`config.mk`:
```
export PLATFORM = sky130hd
export DESIGN_NAME = host_bus_iface_flat
export DESIGN_NICKNAME = d
export VERILOG_FILES = /design/src/rtl/host_bus_iface_if.sv /design/src/rtl/host_bus_iface.sv /design/src/flat_wrapper.sv
export SDC_FILE = /design/constraint.sdc
export NUM_CORES = 1
export LEC_CHECK = 0
export CAP_MARGIN = 20
export CORE_MARGIN = 2
export CORE_UTILIZATION = 55
export DETAILED_ROUTE_END_ITERATION = 8
export PLACE_DENSITY_LB_ADDON = 0.3
export SETUP_SLACK_MARGIN = 0.2
export SYNTH_ARGS = -nofsm -noshare
export SYNTH_HDL_FRONTEND = slang
export SYNTH_SLANG_ARGS = --single-unit
```
`constraint.sdc`:
```
create_clock -name clk -period 4.1 [get_ports clk]
set_clock_uncertainty 0.1 [all_clocks]
set_input_delay 0.615 -clock clk [delete_from_list [all_inputs] [get_ports clk]]
set_output_delay 0.615 -clock clk [all_outputs]
set_load 0.01 [all_outputs]
```
`src/rtl/host_bus_iface_if.sv`:
```
// Bundles the asynchronous host bus and the synchronous VRAM host port
// seen by host_bus_iface.
interface host_bus_iface_if #(
    parameter int ADDR_W = 13
);
    logic              busCs_n;
    logic              busRd_n;
    logic              busWr_n;
    logic [1:0]        busReg;
    logic [7:0]        busDataIn;
    logic [7:0]        busDataOut;
    logic              busDataOe;
    logic [ADDR_W-1:0] hostAddr;
    logic [7:0]        hostWrData;
    logic              hostSelect;
    logic              hostRd;
    logic [7:0]        hostRdData;

    modport slave (
        input  busCs_n, busRd_n, busWr_n, busReg, busDataIn, hostRdData,
        output busDataOut, busDataOe, hostAddr, hostWrData, hostSelect, hostRd
    );

    modport master (
        output busCs_n, busRd_n, busWr_n, busReg, busDataIn, hostRdData,
        input  busDataOut, busDataOe, hostAddr, hostWrData, hostSelect, hostRd
    );
endinterface

```
`src/rtl/host_bus_iface.sv`:
```
// Host-side port of the text-mode VGA core: turns an asynchronous 8-bit MCU
// bus into single-cycle VRAM accesses behind an auto-incrementing pointer.
module host_bus_iface #(
    parameter int SYNC_STAGES = 2,
    parameter int ADDR_W      = 13   // must be 9..16 so ADDR_HI holds the top bits
) (
    input  logic             clk,
    input  logic             rst,
    host_bus_iface_if.slave  bus
);
    typedef enum logic [1:0] {IDLE, WRITE, FETCH, CAPTURE} state_t;

    localparam int SW = 12;

    // Bus strobes are combined before the synchroniser so rdAct/wrAct are
    // each a single clean synchronised bit.
    logic [SW-1:0]                  raw;
    logic [SYNC_STAGES-1:0][SW-1:0] sync_q;
    logic                           rdAct, wrAct;
    logic [1:0]                     sReg;
    logic [7:0]                     sData;

    assign raw = {~bus.busCs_n & ~bus.busRd_n, ~bus.busCs_n & ~bus.busWr_n,
                  bus.busReg, bus.busDataIn};

    always_ff @(posedge clk or posedge rst) begin
        if (rst) begin
            sync_q <= '0;
        end else begin
            sync_q[0] <= raw;
            for (int i = 1; i < SYNC_STAGES; i++) sync_q[i] <= sync_q[i-1];
        end
    end

    assign rdAct = sync_q[SYNC_STAGES-1][11];
    assign wrAct = sync_q[SYNC_STAGES-1][10];
    assign sReg  = sync_q[SYNC_STAGES-1][9:8];
    assign sData = sync_q[SYNC_STAGES-1][7:0];

    logic       rdPrev_q, wrPrev_q, latWr_q;
    logic [1:0] latReg_q;
    logic [7:0] latData_q;
    logic       trail;

    always_ff @(posedge clk or posedge rst) begin
        if (rst) begin
            rdPrev_q  <= 1'b0;
            wrPrev_q  <= 1'b0;
            latWr_q   <= 1'b0;
            latReg_q  <= '0;
            latData_q <= '0;
        end else begin
            rdPrev_q <= rdAct;
            wrPrev_q <= wrAct;
            if (rdAct | wrAct) begin
                latReg_q  <= sReg;
                latData_q <= sData;
                latWr_q   <= wrAct;  // write wins if both strobes are active
            end
        end
    end

    assign trail = (rdPrev_q & ~rdAct) | (wrPrev_q & ~wrAct);

    state_t            state_q, state_d;
    logic              cmdFull_q, cmdFull_d, cmdWr_q, cmdWr_d;
    logic [1:0]        cmdReg_q, cmdReg_d, step_q, step_d;
    logic [7:0]        cmdData_q, cmdData_d, prefetch_q, prefetch_d;
    logic [7:0]        hostWrData_q, hostWrData_d, busDataOut_q, busDataOut_d;
    logic [ADDR_W-1:0] ptr_q, ptr_d, hostAddr_q, hostAddr_d, inc;
    logic              overrun_q, overrun_d, busy;
    logic [7:0]        ptrHi;

    always_comb begin
        inc = '0;
        case (step_q)
            2'd0: inc = ADDR_W'(1);
            2'd1: inc = ADDR_W'(2);
            2'd2: inc = ADDR_W'(160);
            default: inc = '0;
        endcase
    end

    always_comb begin
        state_d      = state_q;
        cmdFull_d    = cmdFull_q;
        cmdWr_d      = cmdWr_q;
        cmdReg_d     = cmdReg_q;
        cmdData_d    = cmdData_q;
        step_d       = step_q;
        ptr_d        = ptr_q;
        prefetch_d   = prefetch_q;
        overrun_d    = overrun_q;
        hostAddr_d   = hostAddr_q;
        hostWrData_d = hostWrData_q;

        case (state_q)
            IDLE: if (cmdFull_q) begin
                cmdFull_d = 1'b0;
                case ({cmdWr_q, cmdReg_q})
                    3'b1_00: begin ptr_d[7:0] = cmdData_q; state_d = FETCH; end
                    3'b1_01: begin
                        ptr_d[ADDR_W-1:8] = cmdData_q[ADDR_W-9:0];
                        state_d = FETCH;
                    end
                    3'b1_10: state_d = WRITE;
                    3'b1_11: begin
                        step_d = cmdData_q[1:0];
                        if (cmdData_q[7]) overrun_d = 1'b0;
                    end
                    3'b0_10: begin ptr_d = ptr_q + inc; state_d = FETCH; end
                    default: ;
                endcase
            end
            WRITE: begin
                ptr_d   = ptr_q + inc;
                state_d = FETCH;
            end
            FETCH:   state_d = CAPTURE;
            default: begin
                prefetch_d = bus.hostRdData;
                state_d    = IDLE;
            end
        endcase

        // Address/data are staged one cycle early so they are valid with the strobe.
        if (state_d == WRITE || state_d == FETCH) hostAddr_d = ptr_d;
        if (state_d == WRITE) hostWrData_d = cmdData_q;

        if (trail) begin
            if (cmdFull_q || state_q != IDLE) begin
                overrun_d = 1'b1;
            end else begin
                cmdFull_d = 1'b1;
                cmdWr_d   = latWr_q;
                cmdReg_d  = latReg_q;
                cmdData_d = latData_q;
            end
        end
    end

    assign busy = (state_q != IDLE) | cmdFull_q;

    always_comb begin
        ptrHi = '0;
        ptrHi[ADDR_W-9:0] = ptr_q[ADDR_W-1:8];
        busDataOut_d = '0;
        case (sReg)
            2'd0:    busDataOut_d = ptr_q[7:0];
            2'd1:    busDataOut_d = ptrHi;
            2'd2:    busDataOut_d = prefetch_q;
            default: busDataOut_d = {busy, overrun_q, 4'b0, step_q};
        endcase
    end

    always_ff @(posedge clk or posedge rst) begin
        if (rst) begin
            state_q      <= IDLE;
            cmdFull_q    <= 1'b0;
            cmdWr_q      <= 1'b0;
            cmdReg_q     <= '0;
            cmdData_q    <= '0;
            step_q       <= '0;
            ptr_q        <= '0;
            prefetch_q   <= '0;
            overrun_q    <= 1'b0;
            hostAddr_q   <= '0;
            hostWrData_q <= '0;
            busDataOut_q <= '0;
        end else begin
            state_q      <= state_d;
            cmdFull_q    <= cmdFull_d;
            cmdWr_q      <= cmdWr_d;
            cmdReg_q     <= cmdReg_d;
            cmdData_q    <= cmdData_d;
            step_q       <= step_d;
            ptr_q        <= ptr_d;
            prefetch_q   <= prefetch_d;
            overrun_q    <= overrun_d;
            hostAddr_q   <= hostAddr_d;
            hostWrData_q <= hostWrData_d;
            busDataOut_q <= busDataOut_d;
        end
    end

    // Strobes decode straight from state so reset kills them asynchronously.
    assign bus.hostSelect = (state_q == WRITE) | (state_q == FETCH);
    assign bus.hostRd     = (state_q != WRITE);
    assign bus.hostAddr   = hostAddr_q;
    assign bus.hostWrData = hostWrData_q;
    assign bus.busDataOut = busDataOut_q;
    assign bus.busDataOe  = rdAct;
endmodule

```
`src/flat_wrapper.sv`:
```
// flat-port wrapper written by rule: the top's interface ports become plain ports
module host_bus_iface_flat 
#(
    parameter int SYNC_STAGES = 2,
    parameter int ADDR_W      = 13                                                 
)
  (clk, rst, bus_busCs_n, bus_busRd_n, bus_busWr_n, bus_busReg, bus_busDataIn, bus_hostRdData, bus_busDataOut, bus_busDataOe, bus_hostAddr, bus_hostWrData, bus_hostSelect, bus_hostRd);
  host_bus_iface_if #(.ADDR_W(ADDR_W)) bus_i ();
  input  logic clk;
  input  logic rst;
  input wire logic [$bits(bus_i.busCs_n)-1:0] bus_busCs_n;
  input wire logic [$bits(bus_i.busRd_n)-1:0] bus_busRd_n;
  input wire logic [$bits(bus_i.busWr_n)-1:0] bus_busWr_n;
  input wire logic [$bits(bus_i.busReg)-1:0] bus_busReg;
  input wire logic [$bits(bus_i.busDataIn)-1:0] bus_busDataIn;
  input wire logic [$bits(bus_i.hostRdData)-1:0] bus_hostRdData;
  output wire logic [$bits(bus_i.busDataOut)-1:0] bus_busDataOut;
  output wire logic [$bits(bus_i.busDataOe)-1:0] bus_busDataOe;
  output wire logic [$bits(bus_i.hostAddr)-1:0] bus_hostAddr;
  output wire logic [$bits(bus_i.hostWrData)-1:0] bus_hostWrData;
  output wire logic [$bits(bus_i.hostSelect)-1:0] bus_hostSelect;
  output wire logic [$bits(bus_i.hostRd)-1:0] bus_hostRd;
  assign bus_i.busCs_n = bus_busCs_n;
  assign bus_i.busRd_n = bus_busRd_n;
  assign bus_i.busWr_n = bus_busWr_n;
  assign bus_i.busReg = bus_busReg;
  assign bus_i.busDataIn = bus_busDataIn;
  assign bus_i.hostRdData = bus_hostRdData;
  assign bus_busDataOut = bus_i.busDataOut;
  assign bus_busDataOe = bus_i.busDataOe;
  assign bus_hostAddr = bus_i.hostAddr;
  assign bus_hostWrData = bus_i.hostWrData;
  assign bus_hostSelect = bus_i.hostSelect;
  assign bus_hostRd = bus_i.hostRd;
  host_bus_iface #(.SYNC_STAGES(SYNC_STAGES), .ADDR_W(ADDR_W)) u_core (.clk(clk), .rst(rst), .bus(bus_i));
endmodule
```
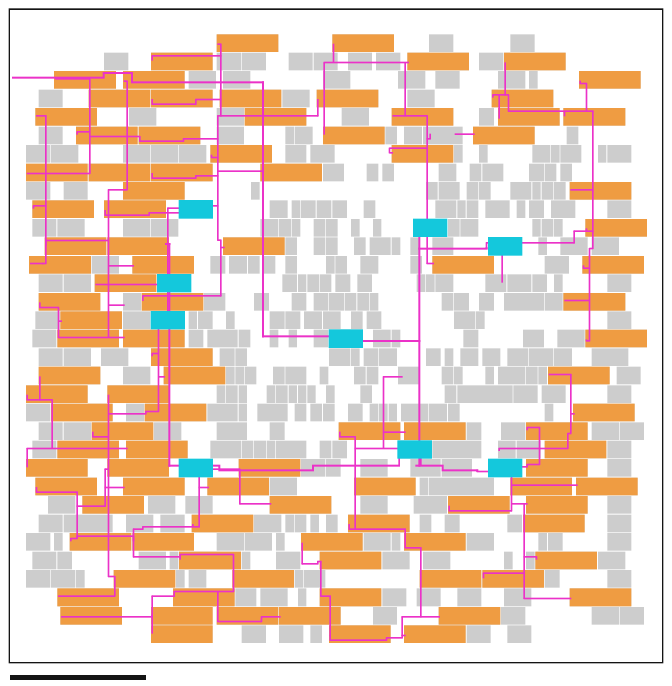
*Clock wires, drivers and flops*
Scale bar: 20 um.
[magenta] clock wires | length: 1,160 um
[orange] flip-flops | count: 104
[cyan] clock drivers | count: 9
routed clock nets	10

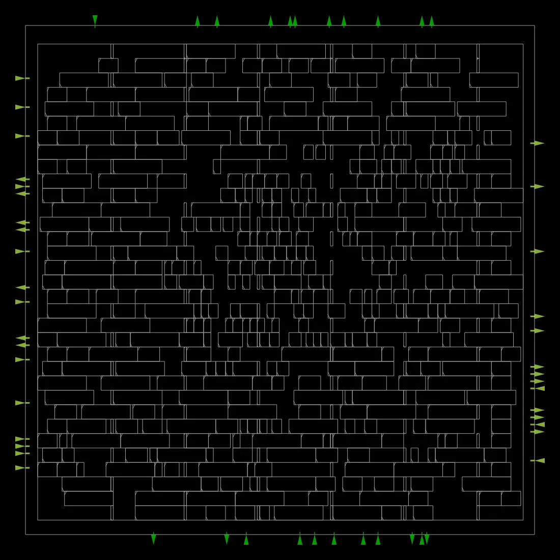
*Placement view*
flop share of the area: 47.8%
total number of placement rows: 33
core region area: 8220 sq um

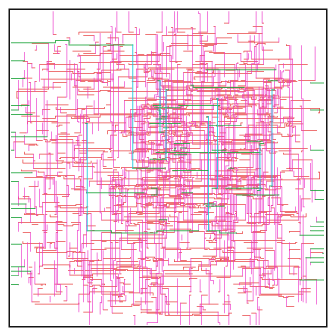
*Metal layers overlaid*
colour	layer	wire length
green	metal 3	451 um
magenta	metal 2	5,000 um
red	metal 1	4,440 um
cyan	metal 4	212 um

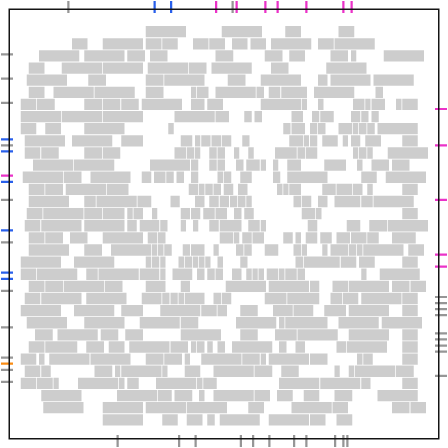
*I/O pins on the die edge*
Pins as bars across the die edge, other pins in grey.
colour	port	pins	direction	edge
magenta	`bus_hostAddr`	13	output	7 north, 5 east, 1 west
blue	`bus_hostWrData`	8	output	6 west, 2 north
orange	`bus_busRd_n`	1	input	west
all pins by edge	19 west, 14 east, 11 north, 11 south

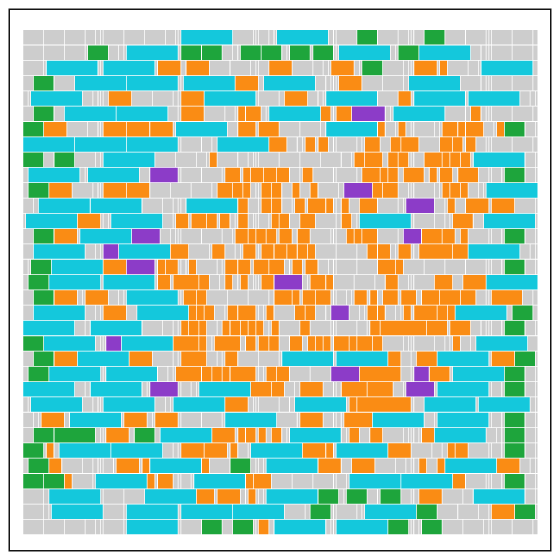
*Placed cells, one colour a class*
Fill, decap, tap and diode cells in grey.
colour	class	cells	share of their area
orange	combinational and other logic	275	37%
cyan	sequential cells	104	49%
purple	clock drivers and dummy loads	15	3.4%
green	remaining buffers and delay cells	55	11%

==> COMMIT_EDITMSG <==
Store results of the implementation flow

- Status: completed
* Logic family by area: multiplexers
* Drt total wl: 10,100 um
* Post-synthesis cell type count: 53
* Kind of critical path: reg2reg
* Total vias in the final route: between 3,000 and 4,000
- Worst path buffer plus inverter count: 2
- Area leader share: between 50% and 60%
- The finished layout holds 554 standard cells, fillers aside.
- Derived from the worst setup path, the maximum achievable clock frequency is ~330 MHz.
* Reg-to-reg slack, setup: 1.06 ns
- The global routing report lists combined usage of all routing layers as 23.8%.
- The worst setup path is launched from a register.
- Setup total negative slack: 0 ns
- For this run, the register share of the synthesized area comes to 55.9%.
- Cell family with most CP delay: adder cells
* Share of the core filled by cells before placement: between 50% and 60%
* Transition at the pin with the smallest max-transition slack: approximately 0.87 ns
- The overall die size recorded for this design is 9210 sq um.
- The clock tree has to reach 104 sinks.
- The post-placement cell area is 5260 sq um.
- Wire length of the first global-routing pass: 16,500 um
- Per the detail_route report, routed wire per instance is around 18 um.
* Via/cell ratio: between 5 and 6
* Residual DRC count: 0
- After detailed routing, the met3 layer carries 450 um of wire.
* CTS H-tree depth: 3
- Cells resized by post-CTS repair: 0
- Endpoint of the most critical register-to-register path: u_core.bus.hostAddr[7]$_DFFE_PP0P_
* Final non-filler cell area: 5440 sq um
- TritonCTS built the clock tree.
- Measured against the total synthesized area, the mux share comes to 14.8%.
- Data required time of the critical path: 4.25 ns
- Min Clock Period, post-route: 3.04 ns
- The cell-mix breakdown from Yosys lists the XOR/XNOR area share as ~1.1%.
- The mapped netlist covers 4650 sq um.
- Number of buffers created by CTS: 9
* Highest-utilization routing layer at the global route stage: met2
* Synth top cell by count: dfrtp_1
- For met1 alone, demand over resource in global routing was 31.5%.
- According to the floorplan report, the die height is about 96 um.
- Total global routing overflow: 0
- According to the I/O placement log, the pin count is 55.
- Final Cycle Share: 74.1%
- Aoi/oai-family share of the synthesized area: 11.4%
- Hold analysis lists the worst path endpoint as u_core.sData[3]$_DFF_PP0_.
* Synth cell count leaders: dfrtp_1 (104), mux2_2 (50), nor2_1 (31), o21ai_0 (24), nand2_1 (23)
- Yosys mapped a number of flops with a built-in enable equal to 0.
- The via count of the first global-routing pass was 3,305.
- Post-CTS Hold Buffers: 0
* Yosys stat chip area: between 4000 and 5000 sq um
* Global Route met2 Usage: between 30% and 40%
- Count of pins over their slew limit: 0
- Number of buffers added on ports: 54
- Layout fillers: 657
- Most common logic cells in the final layout: dfrtp_1 (104), clkdlybuf4s50_1 (54), mux2_2 (50)
- Across all checked pins, the minimum headroom to the slew limit is 41.9%.
- Clock edge transition at the registers on the reported setup and hold paths: 0.11 ns
- In this run the remaining antenna-violating nets after routing total 0.
- Dpl cells: 539
- Dominant flop cell: dfrtp_1
* Met3 track demand over resource: 4.39%
- The routed design uses 5000 um of met2 wire.
* Most common cell after layout, fill and taps aside: dfrtp_1
- Fraction of final layout cells sized beyond drive strength 1: ~16%
* Cell at the root of the clock tree: clkbuf_8
- Type of the most critical hold path: reg2reg
- Power per standard cell area: 767 nW/um^2
- Critical path data arrival time: ~3.2 ns
* Synthesized netlist net count: 431
* Share of flip-flops with an asynchronous set or reset after synthesis: 100%
- Worst path slowest cell: ha_1
- Maximum cell stage delay along the critical path: 0.49 ns
- The routed wirelength on the met1 layer is recorded as 4440 um.
- The final report lists the setup-violating endpoint count as 0.
- Highest Signal Layer: met4
- Setup repair after global routing missed its margin: false
- Synthesis handed over a netlist of 399 instances.
- For this design, Yosys synthesis ends with a cell count of between 300 and 400.
- Startpoint of the worst-slack reg-to-reg timing path: u_core.state_q[1]$_DFF_PP0_
- Clk latency late pin: about 0.37 ns
- Depth of the most critical reg-to-reg path: 9
- Final hold violations: 0
- After its last routability iteration, the placer logged a weighted congestion of 0.872.
* Horizontal die dimension: about 96 um
* Post-CTS setup repair buffer count: 0
- The first detailed-routing pass ran for 5 iterations.
- Antenna violations before repair: 0
* CTS Buffer Depth: 2
- Number of warnings in the stage logs: 29
- The finished design was reported to have a net count of 477.
- Per the power-grid run, VDD falls by no more than between 500 and 600 uV.
- Warning count from the yosys run: 0
* Average instance area after synthesis: 11.7 sq um
- Post-synthesis to final-layout area growth: 16.9%
- The biggest area contributor in the post-synthesis netlist is dfrtp_1.
* Cells traversed along the worst timing path: inv_1, ha_1, o21ai_0, a21oi_1, nor2_1, or2_2, ha_1, inv_1, mux2_2
- For reference, simple AND, OR, NAND and NOR cells occupy a little over a tenth of the area reported after synthesis.
* Inserted Diodes: 0
- For reference, the critical path is captured by u_core.bus.hostAddr[7]$_DFFE_PP0P_.
- Max fanout on the critical path was recorded as 17.
* Leakage dissipation: about 2.3 nW
* Endpoint type of the worst setup path: register
* Number of synthesized register bits: between 100 and 150
* Fa+ha+maj area frac: 2.80%
* Maxcap violations: 0
- Count of cell instances traversed by the critical path: 9
- Entering global routing, the biggest net connects 56 pins.
- Detailed placement finished with a half-perimeter wire length of just over 7000 um.
* Top cells by area: dfrtp_1 (56%), mux2_2 (12%), o21ai_0 (2.6%)
- The report gives the cell count of the worst hold path as 0.
- Once iteration 0 of detailed routing completed, the report listed 220 DRC markers.
- For reference, the critical path is launched at u_core.state_q[1]$_DFF_PP0_.
- In this run the most critical hold path is launched from u_core.sync_q[3]$_DFF_PP0_.
## power breakdown
part           switching (mW)  internal, mW
clock network           0.364         0.226
logic                   0.916         0.949
registers               0.360          1.36
total                    1.64          2.53
## final cells by class
class,count,area [sq um],share of cell area (%)
clock buffers,9,124,2.28
multi-input cells,260,1910,35.1
clock inverters,6,56.3,1.03
flip-flops and latches,104,2600,47.8
inverters,15,58.8,1.08
repair buffers,55,561,10.3
well taps,105,131,2.41
## stage by stage
step / util (%) / setup slack, ns / hold slack, ns / total power, mW
floorplan: - / 0.653 / 0.231 / 2.93
global placement: 64.0 / 1.17 / 0.232 / 3.53
detailed placement: 64.0 / 1.05 / 0.235 / 3.60
CTS: 66.2 / 1.03 / 0.250 / 4.19
global route: 66.2 / 0.839 / 0.248 / 4.45
finish: 66.2 / 1.06 / 0.243 / 4.17
No activity file was given, so power comes from the tool's default toggle rates.
